==> config.mk <==
export PLATFORM = sky130hd
export DESIGN_NAME = inst_loader
export DESIGN_NICKNAME = d
export VERILOG_FILES = /design/src/rtl/inst_loader_pkg.sv /design/src/rtl/inst_loader_byte_packer.sv /design/src/rtl/inst_loader.sv
export SDC_FILE = /design/constraint.sdc
export NUM_CORES = 1
export LEC_CHECK = 0
export ABC_AREA = 1
export ABC_CLOCK_PERIOD_IN_PS = 2700
export CELL_PAD_IN_SITES_DETAIL_PLACEMENT = 0
export CELL_PAD_IN_SITES_GLOBAL_PLACEMENT = 1
export CORE_MARGIN = 2
export CORE_UTILIZATION = 25
export CTS_BUF_LIST = sky130_fd_sc_hd__clkbuf_8 sky130_fd_sc_hd__clkbuf_16
export CTS_CLUSTER_SIZE = 25
export DETAILED_ROUTE_END_ITERATION = 12
export PLACE_DENSITY = 0.65
export SLEW_MARGIN = 20
export SYNTH_ARGS = -nofsm -noshare
export SYNTH_HDL_FRONTEND = slang
export SYNTH_SLANG_ARGS = --single-unit
==> constraint.sdc <==
create_clock -name clk -period 2.7 [get_ports clk]
set_input_delay 0.405 -clock clk [delete_from_list [all_inputs] [get_ports clk]]
set_output_delay 0.405 -clock clk [all_outputs]
set_load 0.05 [all_outputs]
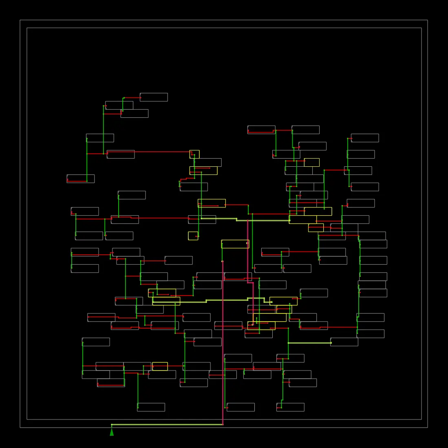
run_1/clock_nets.png
CTS Buf Count: 9
clock buffers: 13

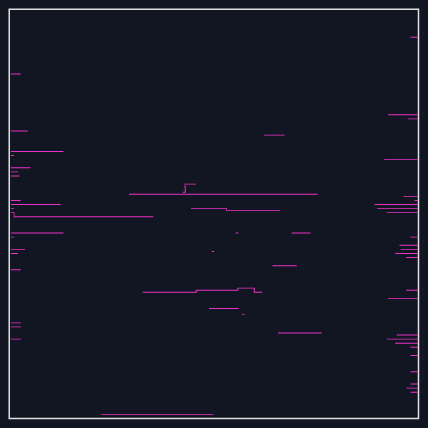
run_1/m3.png
Drawn at 3 px/µm.
The wires run mostly horizontal. The layer holds 5.0% of the routed length. The longest straight run is 62.6 µm. The layer carries 507 µm of wire.
DRT Wirelength: 10180 µm
Via Count: 3389

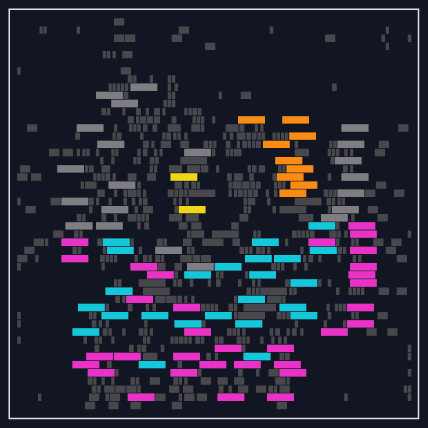
run_1/ff_map.png
Drawn at 3 px/µm. Other sequential cells in the stronger gray, the rest of the logic in the fainter gray.
mem_wdata: drawn in magenta, placed flops 32. state_q: drawn in yellow, placed flops 2. u_packer.shift_q: drawn in cyan, placed flops 24. word_idx_q: drawn in orange, placed flops 9.
Another 21 sequential cells are not colored.
Seq/total area: 0.3995
Core Util, Final: 0.3209
sequential logic power: 2.10 mW
register area: 2202 µm²

==> run summary, run 1 <==
run metrics: Syn Area/Cell=7.893 µm², dpl cells=830, H-tree levels=3, CP startpoint kind=register, register share after synthesis=0.5063, PortBufs=67, worst slew pin tran=754.7 ps, sw frac=0.4445, Post-synth EDFFs=0, worst path cell trace=inv_1, ha_1, clkdlybuf4s50_1, CP endpoint kind=output pin, final net count=644, Crit Path Max Fanout=5, initial antenna violation count=0, synth warn=0, global-route wire length before repair=16840 µm, area leader, netlist=dfrtp_1, max reg flops=32, Slew HR=0.4969, GRT Total Usage=0.1155, total core area=17180 µm², vias in the first global route=3285, final hold vios=0, OpenROAD warning count=29, VDD IR max=0.3992 mV, status=completed, netlist area before placement=4349 µm², post-DR vias/cell=4.006, HP Class=register to register, Antenna Violating Nets Remaining=0, R2R Setup Slk=740 ps, number of cells in Yosys stat=551, combinational share of power=0.467, Pwr Density=1170 nW/µm², Gate Count Post-Synth=551, Post-CTS Setup Bufs=0, initial drt markers=208, post-cts hold buffer count=0, worst path required time=2300 ps, clk buf depth=2, CTS-repair resized insts=0, row cnt=48, Setup WS pre-CTS=533.6 ps, RSZ-0062 raised after global routing=false, proportion of layout cells with a drive suffix above 1=0.06763, Top-area cell share=0.5063, clk latency late pin=330 ps, clock share of power=0.208, Post-synth area hogs=dfrtp_1 51%, nand2_1 17%, o21ai_0 7.2%, Max Cap Violations=0, Final Wtd Congestion=0.8080, fmax=0.4130 GHz, dpl hpwl=7600 µm, cycle use final=0.8968, Area Overhead vs Synth=26.73%, Die Span Y=135.9 µm, clk sink count=88, final max-slew violation count=0, Clock Tree Root=clkbuf_16, Final TNS setup=0 ps, Yosys Chip Area=4349 µm², antenna cells=0, Pleak=2.822 nW
==> run 1: cell families after synthesis <==
family / after synthesis / share of synthesized area
other cells: 1 / 0.0008622
compound gates: 70 / 0.08257
mux: 1 / 0.002589
xor+xnor: 10 / 0.02014
fa+ha+maj: 7 / 0.02014
simple gates: 252 / 0.2342
flops: 88 / 0.5063
buf+inv: 122 / 0.1332
==> run 1: cell type report <==
cell class | instances | area [µm²]
Fill cell | 1827 | 11660
Sequential cell | 88 | 2202
Multi-Input combinational cell | 363 | 1655
Timing Repair Buffer | 76 | 750.7
Inverter | 78 | 294.0
Tap cell | 225 | 281.5
Clock buffer | 13 | 280.3
Clock inverter | 3 | 47.55
==> run 1: through the flow <==
stage,area [µm²],hold WS (ps)
after floorplan,4432,442.2
after global placement,5184,462.5
after detailed placement,5184,465.3
after CTS,5512,481.4
after global routing,5512,509.1
final,5512,474.0
==> run 1: synth_stat cells, types with 5 or more instances <==
library cell	instances
nor2_1	23
nand2_2	5
o21ai_0	63
clkbuf_1	12
dfrtp_1	88
buf_4	25
nand2_1	193
xnor2_1	5
ha_1	7
inv_1	76
xor2_1	5
nand3_1	23
==> run 1: power by group through the flow <==
stage	Combinational [mW]	Clock (mW)	Sequential [mW]
finish	3.01	1.34	2.10
global route	3.31	1.44	2.16
CTS	3.05	1.37	2.10
detailed placement	3.04	0	2.12
global placement	3.00	0	2.11
floorplan	1.44	0	2.83
==> run 1: worst register-to-register path, delay by kind of cell (launching register included) <==
family	cells	cell delay, ps
buffers and inverters	1	150
AND/OR/NAND/NOR	10	1090
adder cells (fa/ha/maj)	1	270
flip-flops	1	370
==> run 1: routing by layer <==
| layer | global-route usage | share of wire | vias up |
|---|---|---|---|
| li1 | - | - | 1765 |
| met1 | 0.1652 | 0.50 | 1546 |
| met2 | 0.1787 | 0.44 | 72 |
| met3 | 0.02312 | 0.050 | 6 |
| met4 | 0.02951 | 0.0088 | 0 |
| met5 | 0 | 0 | - |
==> run 1: placed cells by master (no fill, tap or decap) <==
master,n
o21ai_1,1
xnor2_1,5
bufinv_16,1
ha_1,7
clkbuf_16,9
mux2_2,1
nand2_1,193
a21boi_0,1
buf_4,8
clkinv_4,2
a211oi_1,1
o21ai_0,63
clkdlybuf4s50_1,67
conb_1,23
inv_2,2
nor2_4,1
nor2_1,23
o21ai_2,1
nand2_2,5
nor3b_1,2
xor2_1,5
buf_12,1
nor2_2,3
or2_2,1
a21oi_1,3
clkinv_2,1
nand3_1,22
nand3_2,2
inv_1,75
dfrtp_1,88
clkbuf_8,4
==> run 1 -> run 2 <==
--- a/config.mk
+++ b/config.mk
@@ -7,14 +7,12 @@
 export LEC_CHECK = 0
 export ABC_AREA = 1
 export ABC_CLOCK_PERIOD_IN_PS = 2700
-export CELL_PAD_IN_SITES_DETAIL_PLACEMENT = 0
-export CELL_PAD_IN_SITES_GLOBAL_PLACEMENT = 1
 export CORE_MARGIN = 2
 export CORE_UTILIZATION = 25
 export CTS_BUF_LIST = sky130_fd_sc_hd__clkbuf_8 sky130_fd_sc_hd__clkbuf_16
 export CTS_CLUSTER_SIZE = 25
 export DETAILED_ROUTE_END_ITERATION = 12
-export PLACE_DENSITY = 0.65
+export PLACE_DENSITY = 0.53
 export SLEW_MARGIN = 20
 export SYNTH_ARGS = -nofsm -noshare
 export SYNTH_HDL_FRONTEND = slang
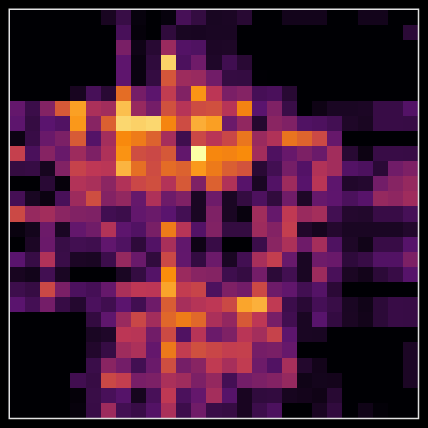
run_2/route_heat.png
Drawn at 3 px/µm. The die is cut into 27 by 27 equal tiles; black is low, pale yellow is high, scaled to the fullest tile. Values are wire area over tile area, all layers added.
The emptiest ninth of the die: upper right. 13% of the tiles are over half the peak. The mean over all tiles is 0.086. 26% of the tiles are nearly empty. The densest ninth of the die: bottom center.
DRT Wirelength: 10070 µm
WL per Instance: 11.94 µm
GRT Total Usage: 0.1168
Via Count: 3369

==> run 2 against run 1 <==
Net effect: first-iteration DRC count grew 2.9%; design area decreased by 0.59%; clock-buffer cell count fell by 4; sequential power is essentially flat; routed wire length shrank 1.0%; register-to-register slack worse by 40 ps; die size is the same; critical endpoint is now byte_ready; largest power group unchanged.
==> run summary, run 2 <==
run metrics: Worst EP arrival=2020 ps, dpl hpwl=7236 µm, final net count=643, total die area=18470 µm², post-DR vias/cell=3.992, TritonRoute pass-1 iters=4, Die Span Y=135.9 µm, die width=135.9 µm, Post-CTS Setup Bufs=0, Max Cap Violations=0, clk buf depth=2, Final TNS setup=0 ps, Setup WS pre-CTS=523.7 ps, ys async rst share=1.000, vias in the first global route=3233, status=completed, CP endpoint kind=output pin, Yosys Chip Area=4349 µm², Cell Type Count=28, HP Class=input port to asynchronous set/reset pin, proportion of layout cells with a drive suffix above 1=0.06139, VDD IR max=0.3665 mV, global-route wire length before repair=16820 µm, setup ws final=278.8 ps, OpenROAD warning count=29, initial antenna violation count=0, I/O pin count=91, Final Wtd Congestion=0.7971, row cnt=48, Max stage delay cell, worst path=clkdlybuf4s50_1, fp util=0.2532, CTS Buf Count=9, Tmin final=2421 ps, Seq cells post-synth=88, PortBufs=67, post-cts hold buffer count=0, area leader, netlist=dfrtp_1, max reg flops=32, synth warn=0, most numerous logic cell after layout=nand2_1, most frequent cells in the layout=193 x nand2_1, 88 x dfrtp_1, 77 x inv_1, clock-pin slew on the worst setup and hold paths=60 ps, final hold vios=0, antenna cells=0, largest net degree at the start of global routing=56, Top-area cell share=0.5063, CTS-repair resized insts=0, Pwr Density=1170 nW/µm², worst path cell trace=inv_1, ha_1, clkdlybuf4s50_1, R2R cell count=8, Area after DPL=5176 µm², worst slew pin tran=529.0 ps, CP startpoint kind=register, fmax=0.4130 GHz, Gate Count Post-Synth=551, total core area=17180 µm², worst path required time=2300 ps, register share after synthesis=0.5063, H-tree levels=3, Clock Tree Root=clkbuf_16, RSZ-0062 raised after global routing=false, clk latency late pin=340 ps, clk_skew=5.563 ps, ys flop type=dfrtp_1, Area Overhead vs Synth=25.98%, Pleak=2.814 nW, clk sink count=88, number of cells in Yosys stat=551, final setup fails=0, Filler Cell Count=1848, Post-synth area hogs=dfrtp_1 51%, nand2_1 17%, o21ai_0 7.2%, grt ovf=0, Syn Area/Cell=7.893 µm², final max-slew violation count=0, top cells by count=193 x nand2_1, 88 x dfrtp_1, 76 x inv_1, 63 x o21ai_0, 25 x buf_4, initial drt markers=214, Antenna Violating Nets Remaining=0, Crit path largest cell delay=860 ps, Critical Setup Path Class=register to output pin, Post-synth EDFFs=0, Slew HR=0.6468, Top Family by Delay on Critical Path=buffers and inverters, netlist area before placement=4349 µm², Post-Layout Inst Area=5479 µm², R2R Setup Slk=700 ps, worst path buffer plus inverter count=2, count leader, synth=nand2_1, cycle use final=0.8968, Stages on worst setup path=3, CTS tree=done, Crit Path Max Fanout=4
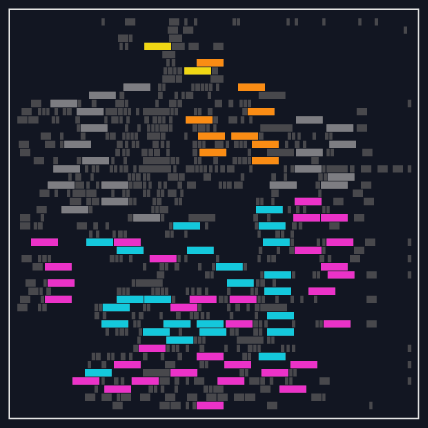
run_2/ff_map.png
Drawn at 3 px/µm. Other sequential cells in the stronger gray, the rest of the logic in the fainter gray.
sequential logic power: 2.09 mW
Core Util, Final: 0.3190
Seq/total area: 0.4019

[run 2: logic make-up (layout without fill, tap and decap cells)]
logic type / after synthesis / count (layout) / share of synthesized area
XOR/XNOR: 10 / 10 / 0.02014
adder cells (fa/ha/maj): 7 / 7 / 0.02014
AND-OR/OR-AND: 70 / 70 / 0.08257
other: 1 / 23 / 0.0008622
multiplexers: 1 / 1 / 0.002589
flip-flops: 88 / 88 / 0.5063
buffers and inverters: 122 / 168 / 0.1332
AND/OR/NAND/NOR: 252 / 252 / 0.2342
[run 2: stage by stage]
stage                     utilization  hold slack, ps  total power [mW]  std cells
after floorplan                     -           442.2             4.270        573
after global placement         0.3014           450.9             5.122        829
after detailed placement       0.3014           464.5             5.155        829
after CTS                      0.3190           266.1             6.497        844
after global routing           0.3190           289.2             6.890        844
final                          0.3190           275.6             6.411        844
[run 2: area by class of cell]
class | count | area, µm² | area share
inverters | 78 | 294.0 | 0.05367
clock inverters | 6 | 77.57 | 0.01416
multi-input cells | 363 | 1655 | 0.3021
repair buffers | 75 | 743.2 | 0.1356
flip-flops and latches | 88 | 2202 | 0.4019
clock buffers | 9 | 225.2 | 0.04111
well taps | 225 | 281.5 | 0.05138
[run 2: routing by layer]
metal | wire, µm | track usage | vias up | part of all wire
met5 | 0 | 0 | - | 0
met2 | 4147 | 0.1633 | 78 | 0.41
li1 | - | - | 1758 | -
met1 | 5210 | 0.1726 | 1524 | 0.52
met4 | 129 | 0.04167 | 0 | 0.013
met3 | 587 | 0.03020 | 9 | 0.058
[run 2: power by group]
part	internal, mW	leakage [nW]	switching (mW)
clock	0.796	0.158	0.517
combinational	0.986	1.48	2.02
sequential	1.78	1.17	0.308
[run 2: worst reg2reg max path, delay by kind of cell, from the launching register on]
family          cells  cell delay (ps)
buf+inv             1              100
fa+ha+maj           1              300
flops               1              410
compound gates      1              370
simple gates        5              710
Power figures rest on the tool's default switching activity, not on a simulated workload.
